==> config.mk <==
export PLATFORM = sky130hd
export DESIGN_NAME = udp_pkt_recv
export DESIGN_NICKNAME = d
export VERILOG_FILES = /design/src/rtl/udp_pkt_recv.sv
export SDC_FILE = /design/constraint.sdc
export NUM_CORES = 1
export LEC_CHECK = 0
export CELL_PAD_IN_SITES_DETAIL_PLACEMENT = 1
export CELL_PAD_IN_SITES_GLOBAL_PLACEMENT = 1
export CORE_MARGIN = 2
export CORE_UTILIZATION = 45
export CTS_CLUSTER_DIAMETER = 200
export DETAILED_ROUTE_END_ITERATION = 8
export HOLD_SLACK_MARGIN = 0.1
export PLACE_DENSITY_LB_ADDON = 0.1
export SYNTH_ARGS = -nofsm -noshare
export SYNTH_HDL_FRONTEND = slang
export SYNTH_SLANG_ARGS = --single-unit
export TNS_END_PERCENT = 10
==> constraint.sdc <==
create_clock -name clk -period 5.6 [get_ports clk]
set_clock_uncertainty 0.15 [all_clocks]
set_input_delay 1.4 -clock clk [delete_from_list [all_inputs] [get_ports clk]]
set_output_delay 1.4 -clock clk [all_outputs]
set_load 0.01 [all_outputs]
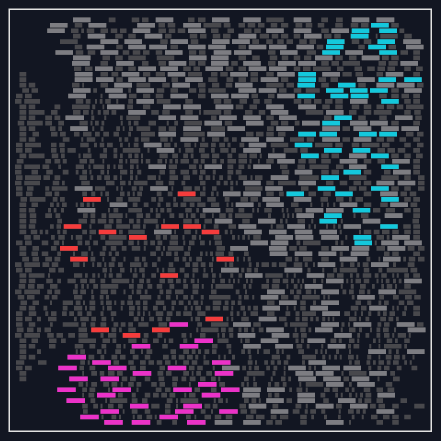
run_1/registers.png
Drawn at 2 px/um. Other sequential cells in the stronger gray, the rest of the logic in the fainter gray.
`csum`: shown in red, placed flops 16. `src_mac_sh`: shown in cyan, placed flops 48. `crc`: shown in magenta, placed flops 32.
Another 267 sequential cells are not colored.
sequential share of cell area: 37.0%
post-layout utilization of the core: 58.8%

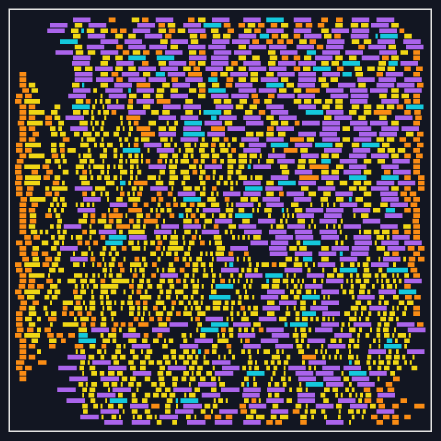
run_1/cell_classes.png
Drawn at 2 px/um.
flip-flops: shown in purple, cells 363. clock drivers and dummy loads: shown in cyan, cells 76. other buffers and delay cells: shown in orange, cells 378. all other logic: shown in yellow, cells 1243.
summed area of non-filler cells in the final layout: 24700 um2
placeable core area: 41900 um2
num rows: 75

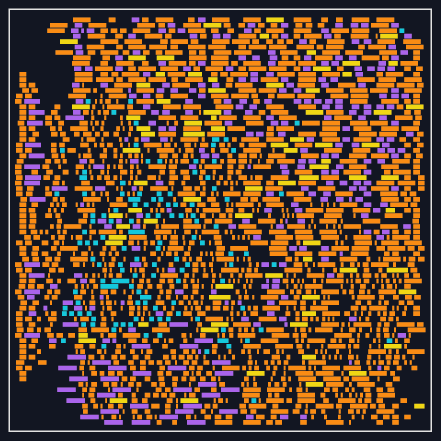
run_1/drive_strength.png
Drawn at 2 px/um.
drive 3 to 4: shown in cyan, cells 122, share 5.9%. drive 2: shown in purple, cells 308, share 15%. drive 6 and up: shown in yellow, cells 79, share 3.8%. drive 1 or less: shown in orange, cells 1551, share 75%.
final worst setup slack: 0.181 ns
buffer count excluding the clock tree in the final layout: 378

==> Table 3: Implementation characteristics, run 1 <==
Table: implementation figures

Parameter                              Value

Status
  Status    finished clean

Clocking
  Setup Buffers After CTS    0
  Post-CTS sizing    2
  Worst-case clock buffer depth    3
  Sink count of the clock tree    363
  CTS tree    yes
  CTS Root Buffer Type    sky130_fd_sc_hd__clkbuf_16

Power and ir drop
  Peak ir drop on the vdd network    approximately 0.27 mV
  Power Internal    around 6600 uW
  Sequential Power    roughly 3500 uW
  Comb power frac    approximately 41%
  Power density over cell area    426 nW/um2
  Heaviest power group    combinational logic
  Static Leak    between 0.01 and 0.015 uW
  Reported net switching power    3860 uW

Worst setup path
  Worst endpoint data arrival time    5.71 ns
  Total number of cells along the worst setup path    18
  Worst setup SP type    input pin
  Required time worst endpoint    about 5.9 ns
  Type of element capturing the critical path    register
  Largest stage delay on the critical path    between 0.5 and 0.6 ns
  Cell Chain, Critical Path    clkdlybuf4s50_1 > buf_4 > a21o_1 > and3_2 > nand3_1 > xnor2_1 > ha_1 > and4_1 > nand4_1 > a31o_2 > a211oi_2 > nor4_2 > o41a_2 > buf_4 > nand4_1 > buf_12 > clkbuf_16 > mux2_2
  Slowest-stage cell, CP    sky130_fd_sc_hd__clkdlybuf4s50_1

GRT
  Total overflow reported by the global router    0
  Antenna violations before repair    2
  Global routing met2 resource utilization    44.1%
  Met1 Usage GRT    about a third
  First-pass GRT wire length    around 90000 um
  Most utilized layer in the global route result    met2
  Met3 usage    under 10%

Cells and area
  Non-Filler Instances    about 2600
  Share of post-route cells with drive strength above 1    about a quarter
  Most numerous logic cells after layout    sky130_fd_sc_hd__dfrtp_1, sky130_fd_sc_hd__clkdlybuf4s50_1, sky130_fd_sc_hd__mux2_2
  Layout overhead on the synthesized area    28.9%

STA
  Slew margin rel.    30.2%
  Final count of hold timing violations    0
  Max-slew violation count    0
  Slew at the pin with the worst max-slew slack    1.03 ns
  Worst hold slack across all endpoints    between 0.3 and 0.4 ns

Die
  IO Pins    around 250
  Die extent in y    ~210 um
  Overall chip area    ~44000 um2

Detailed routing
  Total Wirelength    56600 um
  Via count normalized by instance count    roughly 5.6
  Number of DRC markers after the initial detailed-route iteration    around 730
  Routed length on met1    24800 um
  Post-route DRC    0
  Routed length on met2    between 20000 and 30000 um

Logic synthesis
  Post-synth top flop    sky130_fd_sc_hd__dfrtp_1
  Synth unique cells    between 80 and 90
  Number of flops mapped to enable cells by yosys    0
  Fraction of synthesis flops using an asynchronous set or reset pin    100%
  Flip-flop and latch count after synthesis    363
  Nets in the synthesized netlist    between 1500 and 2000
  Area share, top type    43.3%
  Cell types with the highest counts after synthesis    sky130_fd_sc_hd__dfrtp_1, sky130_fd_sc_hd__mux2_2, sky130_fd_sc_hd__nand2_1, sky130_fd_sc_hd__xnor2_1, sky130_fd_sc_hd__o21ai_0
  Yosys cell count    between 1500 and 2000
  Dominant cell type by area after synthesis    sky130_fd_sc_hd__dfrtp_1

Placement
  Number of cells after detailed placement    about 2500
  Number of buffer cells added on primary ports    between 200 and 250

Hold path
  Instance count along the most critical hold path    1

Flow run
  Max-cap violations    0
[run 1: stage by stage]
step	util [%]	power [uW]	area, um2
2_1_floorplan	-	6160	19100
3_3_place_gp	55.0	7520	23100
5_1_grt	58.8	11100	24700
4_1_cts	58.4	10500	24500
3_5_place_dp	55.0	7660	23100
6_report	58.8	10500	24700
[run 1: area by class of cell]
type | instances | area (um2) | area share, %
inverters | 50 | 188 | 0.760
repair buffers | 378 | 3740 | 15.2
flip-flops and latches | 363 | 9130 | 37.0
clock buffers | 58 | 1230 | 4.99
diodes | 1 | 2.50 | 0.0101
multi-input cells | 1193 | 9520 | 38.6
well taps | 539 | 674 | 2.73
clock inverters | 18 | 195 | 0.791
==> inputs of run 2 (changes only) <==
--- a/config.mk
+++ b/config.mk
@@ -5,12 +5,14 @@
 export SDC_FILE = /design/constraint.sdc
 export NUM_CORES = 1
 export LEC_CHECK = 0
+export ABC_AREA = 1
 export CELL_PAD_IN_SITES_DETAIL_PLACEMENT = 1
 export CELL_PAD_IN_SITES_GLOBAL_PLACEMENT = 1
 export CORE_MARGIN = 2
-export CORE_UTILIZATION = 45
+export CORE_UTILIZATION = 42
 export CTS_CLUSTER_DIAMETER = 200
 export DETAILED_ROUTE_END_ITERATION = 8
+export GPL_ROUTABILITY_DRIVEN = 0
 export HOLD_SLACK_MARGIN = 0.1
 export PLACE_DENSITY_LB_ADDON = 0.1
 export SYNTH_ARGS = -nofsm -noshare
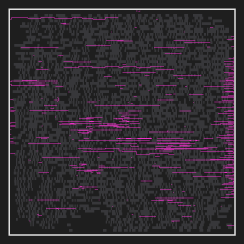
run_2/met3.png
Drawn at 1 px/um. Cells faint in the background.
The wires run mostly horizontal. The layer carries 3650 um of wire.
detailed-route via count: 19500
met3 usage: 4.45%
Total Wirelength: 71100 um

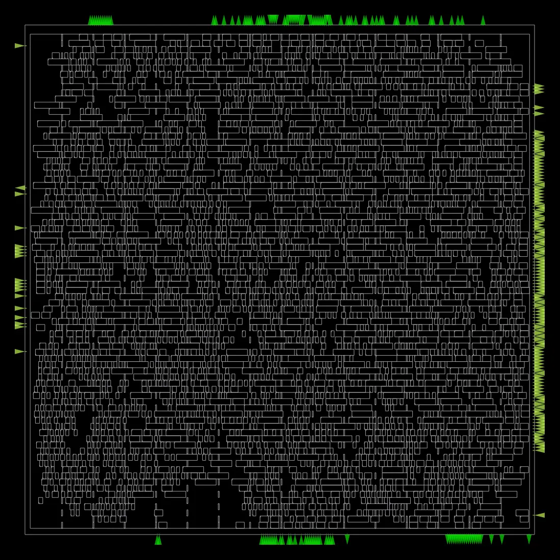
run_2/final_placement.png
post-layout utilization of the core: 53.1%
placeable core area: 47800 um2
number of fill cells: 5856
number of tap instances: 615

==> Table 3: Implementation characteristics, run 2 <==
Table: implementation figures

Parameter                              Value

Power and ir drop
  Switching Fraction    a little over two fifths
  Combinational-cell power consumption    5280 uW
  Peak ir drop on the vdd network    0.285 mV (+6.9%)
  Comb power frac    44.8% (+4.2 points)
  Static Leak    0.0126 uW (+12%)
  Heaviest power group    combinational logic
  Power in the clock group    2910 uW
  Sequential Power    3600 uW (+4%)
  Power density over cell area    464 nW/um2 (+9.1%)
  Total chip power    11800 uW (+12%)
  Reported net switching power    5070 uW (+32%)
  Power Internal    6720 uW (+1.1%)

Logic synthesis
  Cell types with the highest counts after synthesis    sky130_fd_sc_hd__nand2_1, sky130_fd_sc_hd__dfrtp_1, sky130_fd_sc_hd__nand3_1, sky130_fd_sc_hd__nor2_1, sky130_fd_sc_hd__inv_1
  Area share, top type    40.6% (-2.6 points)
  Synth Cell Area    between 20000 and 25000 um2
  Number of flops mapped to enable cells by yosys    0 (unchanged)
  Dominant cell type by area after synthesis    sky130_fd_sc_hd__dfrtp_1
  Top-count cell post-synth    sky130_fd_sc_hd__nand2_1
  Nets in the synthesized netlist    2849 (+53%)
  Post-synth top flop    sky130_fd_sc_hd__dfrtp_1
  Yosys cell count    2690 (+58%)
  Fraction of synthesis flops using an asynchronous set or reset pin    100% (unchanged)
  Flip-flop and latch count after synthesis    363 (unchanged)
  Synth area leaders    sky130_fd_sc_hd__dfrtp_1, sky130_fd_sc_hd__nand2_1, sky130_fd_sc_hd__nand3_1, sky130_fd_sc_hd__xor2_1, sky130_fd_sc_hd__dfstp_2
  Synth unique cells    51 (-39%)

Cells and area
  Layout overhead on the synthesized area    24.5%
  Non-Filler Instances    3606 (+39%)
  Multi-input combinational cell count    2008 (+68%)
  Most numerous logic cells after layout    sky130_fd_sc_hd__nand2_1, sky130_fd_sc_hd__dfrtp_1, sky130_fd_sc_hd__nand3_1
  Total area of sequential cells    9130 um2 (unchanged)
  Logic share of the area    39.0% (+0.44 points)
  FF+latch count    363 (unchanged)
  Combinational Area    9910 um2 (+4.1%)
  Clock buffer count    60 (+3.4%)
  Share of post-route cells with drive strength above 1    8.09% (-17 points)
  Summed area of non-filler cells in the final layout    25400 um2 (+2.9%)
  # nets final    3116
  Invs w/o clock    198 (+300%)
  Sequential share of cell area    35.9% (-1.0 points)
  Non-clock buffer area fraction after layout    13.3% (-1.8 points)
  Biggest area consumer among cell classes    combinational gates
  Number of antenna cells inserted    0 (-1)
  Buffer count excluding the clock tree in the final layout    344 (-9.0%)
  Clock buf/inv share    5.76% (-0.021 points)

STA
  Worst hold slack across all endpoints    0.318 ns (-0.00612 ns)
  Slew margin rel.    24.0% (-6.2 points)
  Max-slew violation count    0 (unchanged)
  Time the final worst path needs with I/O delays and setup    roughly 5.2 ns
  Final count of hold timing violations    0 (unchanged)
  Final worst setup slack    0.392 ns (+0.212 ns)
  Slew at the pin with the worst max-slew slack    1.14 ns (+0.102 ns)
  Final critical-path share of the clock period    roughly 93%

Die
  IO Pins    249 (unchanged)
  Width of the die    approximately 220 um
  Num rows    80 (+6.7%)
  Overall chip area    50300 um2 (+14%)
  Die extent in y    224 um (+6.7%)

Worst setup path
  Worst endpoint data arrival time    5.57 ns (-0.14 ns)
  Slowest-stage cell, CP    sky130_fd_sc_hd__clkdlybuf4s50_1
  Total number of cells along the worst setup path    24 (+6)
  Worst setup SP type    input pin
  Required time worst endpoint    5.96 ns (+0.07 ns)
  Largest stage delay on the critical path    0.48 ns (-0.09 ns)
  Type of element capturing the critical path    register
  Cell repeated most along the worst path    sky130_fd_sc_hd__nand2_1
  Cell Chain, Critical Path    clkdlybuf4s50_1 > ha_1 > a21oi_1 > inv_1 > a21oi_1 > nand2_1 > nand3_1 > nand2_1 > a21oi_1 > o21bai_1 > ha_1 > ha_1 > inv_1 > nor2_1 > buf_4 > nand4_1 > buf_4 > nand2_1 > nand3b_1 > nor3_1 > nand4_1 > nor2_1 > nand3b_1 > nand2_1

Detailed routing
  Post-route DRC    0 (unchanged)
  Via count normalized by instance count    5.41 (-4.2%)
  Number of DRC markers after the initial detailed-route iteration    1400 (+92%)

Clocking
  H-tree lvl count    2
  CTS Root Buffer Type    sky130_fd_sc_hd__clkbuf_16
  Sink count of the clock tree    363 (unchanged)
  Setup Buffers After CTS    0 (unchanged)
  CTS tree    yes
  Post-CTS sizing    0 (-2)
  Worst-case clock buffer depth    3 (unchanged)

Placement
  Pre-CTS setup slack    -0.259 ns
  Number of cells after detailed placement    3528 (+40%)
  Placed instance area    23900 um2 (+3.7%)
  Number of buffer cells added on primary ports    248 (unchanged)

Flow run
  Tool warnings    39
  Max-cap violations    0 (unchanged)

GRT
  GRT Resource Usage Total    about 28%
  First-pass GRT wire length    114000 um (+27%)
  Antenna violations before repair    1 (-1)
  Total overflow reported by the global router    0 (unchanged)

Hold path
  Instance count along the most critical hold path    2 (+1)

Status
  Status    finished clean
==> run 2: netlist changes by cell type after synthesis, sizes merged, moves of 31 or more <==
cell,change
buf,+31
inv,+144
mux2,-248
nand2,+790
nand3,+267
nor2,+115
o211ai,-38
o21ai,+81
xnor2,-81
xor2,+49
==> run 2: cell families (layout without fill, tap and decap cells) <==
logic type | Yosys count | count (layout) | synth area share, %
buf+inv | 319 | 620 | 6.80
xor+xnor | 137 | 137 | 5.92
flops | 363 | 363 | 44.7
compound gates | 249 | 249 | 6.63
simple gates | 1571 | 1571 | 32.8
fa+ha+maj | 51 | 51 | 3.17
==> run 2: metal layers <==
metal	global-route usage, %	vias to the layer above	share of wire [%]
li1	-	9226	-
met1	37.2	9675	44
met3	4.45	116	5.1
met5	0	-	0.015
met4	8.35	2	2.8
met2	48.7	488	48
Power is estimated from default activity; no workload was simulated.
